**src/rtl/memory_chain_reader.sv**
```systemverilog
// rtl/memory_chain_reader.sv - walks a footer-linked chain of SRAM blocks and streams them out
// One read outstanding at a time; a read is only issued when the FIFO has room for its data.
module memory_chain_reader #(
  parameter int ADDR_W     = 12,
  parameter int BLOCK_BITS = 128,
  parameter int RD_LAT     = 1,
  parameter int FIFO_DEPTH = 4,
  parameter int MAX_BLOCKS = 64,
  localparam int CNT_W     = $clog2(MAX_BLOCKS + 1)
) (
  input  logic                  clk,
  input  logic                  rst,
  input  logic                  start_i,
  input  logic [ADDR_W-1:0]     start_addr_i,
  input  logic                  abort_i,
  output logic                  busy_o,
  output logic                  mem_re_o,
  output logic [ADDR_W-1:0]     mem_raddr_o,
  input  logic                  mem_rvalid_i,
  input  logic [BLOCK_BITS-1:0] mem_rdata_i,
  output logic [BLOCK_BITS-1:0] data_o,
  output logic                  data_valid_o,
  input  logic                  data_ready_i,
  output logic                  data_end_o,
  output logic                  done_o,
  output logic                  err_o,
  output logic [CNT_W-1:0]      blk_cnt_o
);

  localparam int PTR_W = $clog2(FIFO_DEPTH);
  localparam logic [PTR_W:0]   FULL_CNT = (PTR_W + 1)'(FIFO_DEPTH);
  localparam logic [CNT_W-1:0] LIMIT    = CNT_W'(MAX_BLOCKS);
  // A zero-latency memory cannot be served by this handshake, so never issue.
  localparam bit LAT_OK = (RD_LAT >= 1);

  typedef enum logic [2:0] {S_IDLE, S_ISSUE, S_WAIT, S_DRAIN, S_FLUSH} state_t;

  state_t                state, state_next;
  logic [ADDR_W-1:0]     cur_addr, raddr_q;
  logic [BLOCK_BITS-1:0] fifo_data [FIFO_DEPTH];
  logic [FIFO_DEPTH-1:0] fifo_end;
  logic [PTR_W-1:0]      rd_ptr, wr_ptr;
  logic [PTR_W:0]        count;
  logic [CNT_W-1:0]      cnt_inc;
  logic                  issue, push, pop, flush, start_ok;
  logic                  eop, at_limit, rd_end;

  assign eop      = mem_rdata_i[3];
  assign cnt_inc  = blk_cnt_o + 1'b1;
  assign at_limit = (cnt_inc == LIMIT);
  assign rd_end   = eop | at_limit;

  assign busy_o       = (state != S_IDLE);
  assign data_valid_o = (count != '0);
  assign data_o       = fifo_data[rd_ptr];
  assign data_end_o   = data_valid_o & fifo_end[rd_ptr];
  assign pop          = data_valid_o & data_ready_i;
  assign mem_re_o     = issue;
  assign mem_raddr_o  = issue ? cur_addr : raddr_q;

  always_comb begin
    state_next = state;
    issue      = 1'b0;
    push       = 1'b0;
    done_o     = 1'b0;
    start_ok   = 1'b0;
    flush      = abort_i && (state != S_IDLE);
    case (state)
      S_IDLE: begin
        if (start_i && !abort_i) begin
          start_ok   = 1'b1;
          state_next = S_ISSUE;
        end
      end
      S_ISSUE: begin
        if (abort_i) begin
          state_next = S_IDLE;
        end else if (LAT_OK && (count < FULL_CNT)) begin
          issue      = 1'b1;
          state_next = S_WAIT;
        end
      end
      S_WAIT: begin
        // A read still in flight at abort must be swallowed before going idle.
        if (abort_i) begin
          state_next = mem_rvalid_i ? S_IDLE : S_FLUSH;
        end else if (mem_rvalid_i) begin
          push       = 1'b1;
          state_next = rd_end ? S_DRAIN : S_ISSUE;
        end
      end
      S_DRAIN: begin
        if (abort_i) begin
          state_next = S_IDLE;
        end else if (count == '0) begin
          done_o     = 1'b1;
          state_next = S_IDLE;
        end
      end
      S_FLUSH: begin
        if (mem_rvalid_i) state_next = S_IDLE;
      end
      default: state_next = S_IDLE;
    endcase
  end

  always_ff @(posedge clk) begin
    if (rst) begin
      state     <= S_IDLE;
      cur_addr  <= '0;
      raddr_q   <= '0;
      blk_cnt_o <= '0;
      err_o     <= 1'b0;
      rd_ptr    <= '0;
      wr_ptr    <= '0;
      count     <= '0;
      fifo_end  <= '0;
      for (int i = 0; i < FIFO_DEPTH; i++) fifo_data[i] <= '0;
    end else begin
      state <= state_next;
      if (start_ok) begin
        cur_addr  <= start_addr_i;
        blk_cnt_o <= '0;
        err_o     <= 1'b0;
      end
      if (issue) raddr_q <= cur_addr;
      if (push) begin
        blk_cnt_o <= cnt_inc;
        if (at_limit && !eop) err_o <= 1'b1;
        if (!rd_end) cur_addr <= mem_rdata_i[4 +: ADDR_W];
      end
      if (flush) begin
        rd_ptr <= '0;
        wr_ptr <= '0;
        count  <= '0;
      end else begin
        if (push) begin
          fifo_data[wr_ptr] <= mem_rdata_i;
          fifo_end[wr_ptr]  <= rd_end;
          wr_ptr            <= wr_ptr + 1'b1;
        end
        if (pop) rd_ptr <= rd_ptr + 1'b1;
        if (push && !pop)      count <= count + 1'b1;
        else if (pop && !push) count <= count - 1'b1;
      end
    end
  end

endmodule

```
**config.mk**
```make
export PLATFORM = sky130hd
export DESIGN_NAME = memory_chain_reader
export DESIGN_NICKNAME = d
export VERILOG_FILES = /design/src/rtl/memory_chain_reader.sv
export SDC_FILE = /design/constraint.sdc
export NUM_CORES = 1
export LEC_CHECK = 0
export CORE_MARGIN = 2
export CORE_UTILIZATION = 45
export CTS_CLUSTER_DIAMETER = 40
export DETAILED_ROUTE_END_ITERATION = 6
export HOLD_SLACK_MARGIN = 0.08
export PLACE_DENSITY = 0.73
export SYNTH_ARGS = -nofsm -noshare
export SYNTH_HDL_FRONTEND = slang
export SYNTH_SLANG_ARGS = --single-unit
```
**constraint.sdc**
```tcl
create_clock -name clk -period 18.3 [get_ports clk]
set_clock_uncertainty 0.1 [all_clocks]
set_input_delay 3.66 -clock clk [delete_from_list [all_inputs] [get_ports clk]]
set_output_delay 3.66 -clock clk [all_outputs]
set_load 0.03 [all_outputs]
```
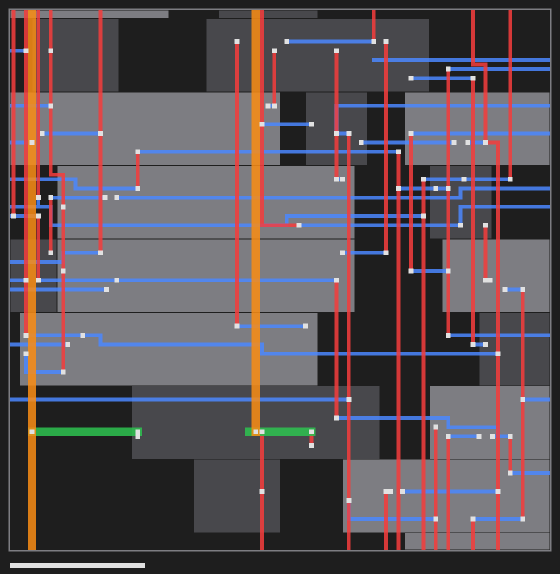
zoom.png
Scale bar: 5 um. Region (168, 168) to (188, 188) um. Cells in gray, sequential cells in the stronger gray; small squares are vias.
met4 -> orange
met3 -> green
met1 -> blue
met2 -> red
sequential cells in the window = 5
cells with their middle in the window = 13
most frequent = edfxtp_1 (5), and2_1 (2)
netlist names of flops here include = `fifo_data` (5)

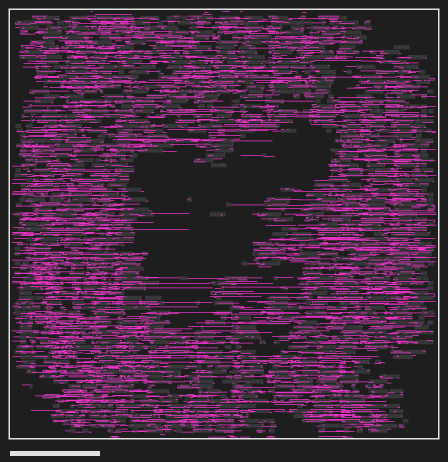
met1.png
Scale bar: 50 um. Cells faint in the background.
wire length on this layer = 24.0 mm
nets with wire on the layer = 1823
longest straight run = 69.0 um

==> flow_metrics.env <==
# source this file to load flow results
export IMPL_netlist_area_um2=24400
export IMPL_synthesis_nets=1660
export IMPL_grt_pass1_vias=15000
export IMPL_htreeDepth=3
export IMPL_synth_yosys_chip_area_um2=24400
export IMPL_aggregate_routed_wire_length_um=58700
export IMPL_antenna_violating_nets_post_route=0
export IMPL_place_gp_congestion=0.738
export IMPL_crit_path_end_kind="output port"
export IMPL_grt_first_pass_wirelength_um=89500
export IMPL_clockRootBuffer="sky130_fd_sc_hd__clkbuf_16"
export IMPL_route_vias_total=14300
export IMPL_num_clock_sinks=560
export IMPL_timing_rr_start="state[1]$_SDFFE_PP0P_"
export IMPL_min_delay_start="fifo_end[3]$_SDFFE_PP0P_"
export IMPL_area_added_between_synthesis_and_finish_pct=25.2
export IMPL_critPathArrivalTime_ns=6.26
export IMPL_ir_worst_vdd_mv=0.0709
export IMPL_timing_critical_path_mode_cell="sky130_fd_sc_hd__clkdlybuf4s50_1"
export IMPL_final_hold_violations=0
export IMPL_status="finished, final reports clean"
export IMPL_nFillCells=4101
export IMPL_critPathMaxStageDelay_ns=0.68
export IMPL_cts_resized=0
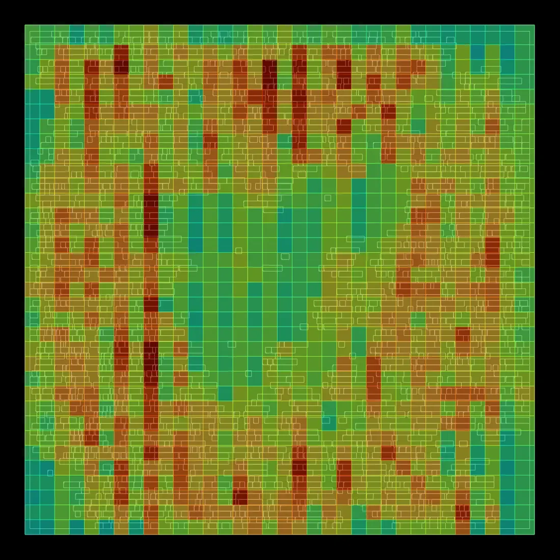
final_congestion.png
met2 Use GR: 35.2%
met3 global-route usage: 4.98%
met1 track demand over resource in global routing: 27.1%
end-of-flow core utilization: 56.9%
gr busiest metal: met2

cell type report:
class	count	area [um2]	share of cell area, %
inverter	12	50.0	0.164
sequential	560	16300	53.5
clock inverter	62	584	1.91
clock buffer	88	2070	6.79
antenna	2	5.00	0.0164
timing repair buffer	320	3160	10.3
tap	696	871	2.85
multi-input combinational	819	7470	24.4
path summary, 6_finish.rpt:
kind,slack (ns),cells after the start,endpoint
max,8.28,5,mem_raddr_o[11]
min reg2reg,0.42,2,fifo_end[3]$_SDFFE_PP0P_
min,0.42,2,fifo_end[3]$_SDFFE_PP0P_
max reg2reg,14.11,8,fifo_data[1][34]$_SDFFCE_PN0P_
worst max-delay path, delay by kind of cell:
family,cells,cell delay [ns]
buffers and inverters,2,1.20
multiplexers,1,0.35
AND/OR/NAND/NOR,2,1.04
power breakdown:
| group | internal, W | switching, W |
|---|---|---|
| Sequential | 0.00144 | 0.0000221 |
| Combinational | 0.000172 | 0.000214 |
| Clock | 0.000908 | 0.000603 |
cell usage in the layout (no fill, tap or decap), types with 4 or more instances in the layout:
cell	instances
sky130_fd_sc_hd__mux4_2	129
sky130_fd_sc_hd__buf_4	21
sky130_fd_sc_hd__dfxtp_1	46
sky130_fd_sc_hd__nor4_1	7
sky130_fd_sc_hd__and3_1	129
sky130_fd_sc_hd__and2_1	392
sky130_fd_sc_hd__o21ai_0	6
sky130_fd_sc_hd__mux2_2	5
sky130_fd_sc_hd__nand4_1	10
sky130_fd_sc_hd__nand2_1	12
sky130_fd_sc_hd__bufinv_16	5
sky130_fd_sc_hd__clkinv_4	11
sky130_fd_sc_hd__nor2_1	18
sky130_fd_sc_hd__a21oi_1	15
sky130_fd_sc_hd__clkinv_1	11
sky130_fd_sc_hd__clkinv_2	7
sky130_fd_sc_hd__clkbuf_1	6
sky130_fd_sc_hd__inv_6	11
sky130_fd_sc_hd__xor2_1	4
sky130_fd_sc_hd__clkdlybuf4s50_1	298
sky130_fd_sc_hd__edfxtp_1	512
sky130_fd_sc_hd__ha_1	6
sky130_fd_sc_hd__a311oi_1	5
sky130_fd_sc_hd__or3_1	4
sky130_fd_sc_hd__mux2_4	9
sky130_fd_sc_hd__inv_1	10
sky130_fd_sc_hd__mux2i_1	11
sky130_fd_sc_hd__o21ai_1	4
sky130_fd_sc_hd__clkinvlp_4	11
sky130_fd_sc_hd__o31ai_1	10
sky130_fd_sc_hd__clkbuf_16	82
state kept, by name, indices dropped and copies added (netlist names), named ones only:
name	count
count	3
rd_ptr	2
fifo_end	4
state	3
fifo_data	512
blk_cnt_o	7
err_o	1
cur_addr	12
raddr_q	12
wr_ptr	2
cells by family after synthesis:
family | Yosys count | share of synthesized area [%]
fa+ha+maj | 7 | 0.390
simple gates | 597 | 15.3
compound gates | 55 | 1.50
buf+inv | 128 | 2.52
mux | 154 | 13.1
xor+xnor | 6 | 0.215
flops | 560 | 67.0
through the flow:
| step | area [um2] | utilization (%) |
|---|---|---|
| 4_1_cts | 30600 | 56.9 |
| 2_1_floorplan | 24400 | - |
| 6_report | 30600 | 56.9 |
| 3_5_place_dp | 27900 | 51.9 |
| 3_3_place_gp | 27900 | 51.9 |
| 5_1_grt | 30600 | 56.9 |
Power figures rest on the tool's default switching activity, not on a simulated workload.
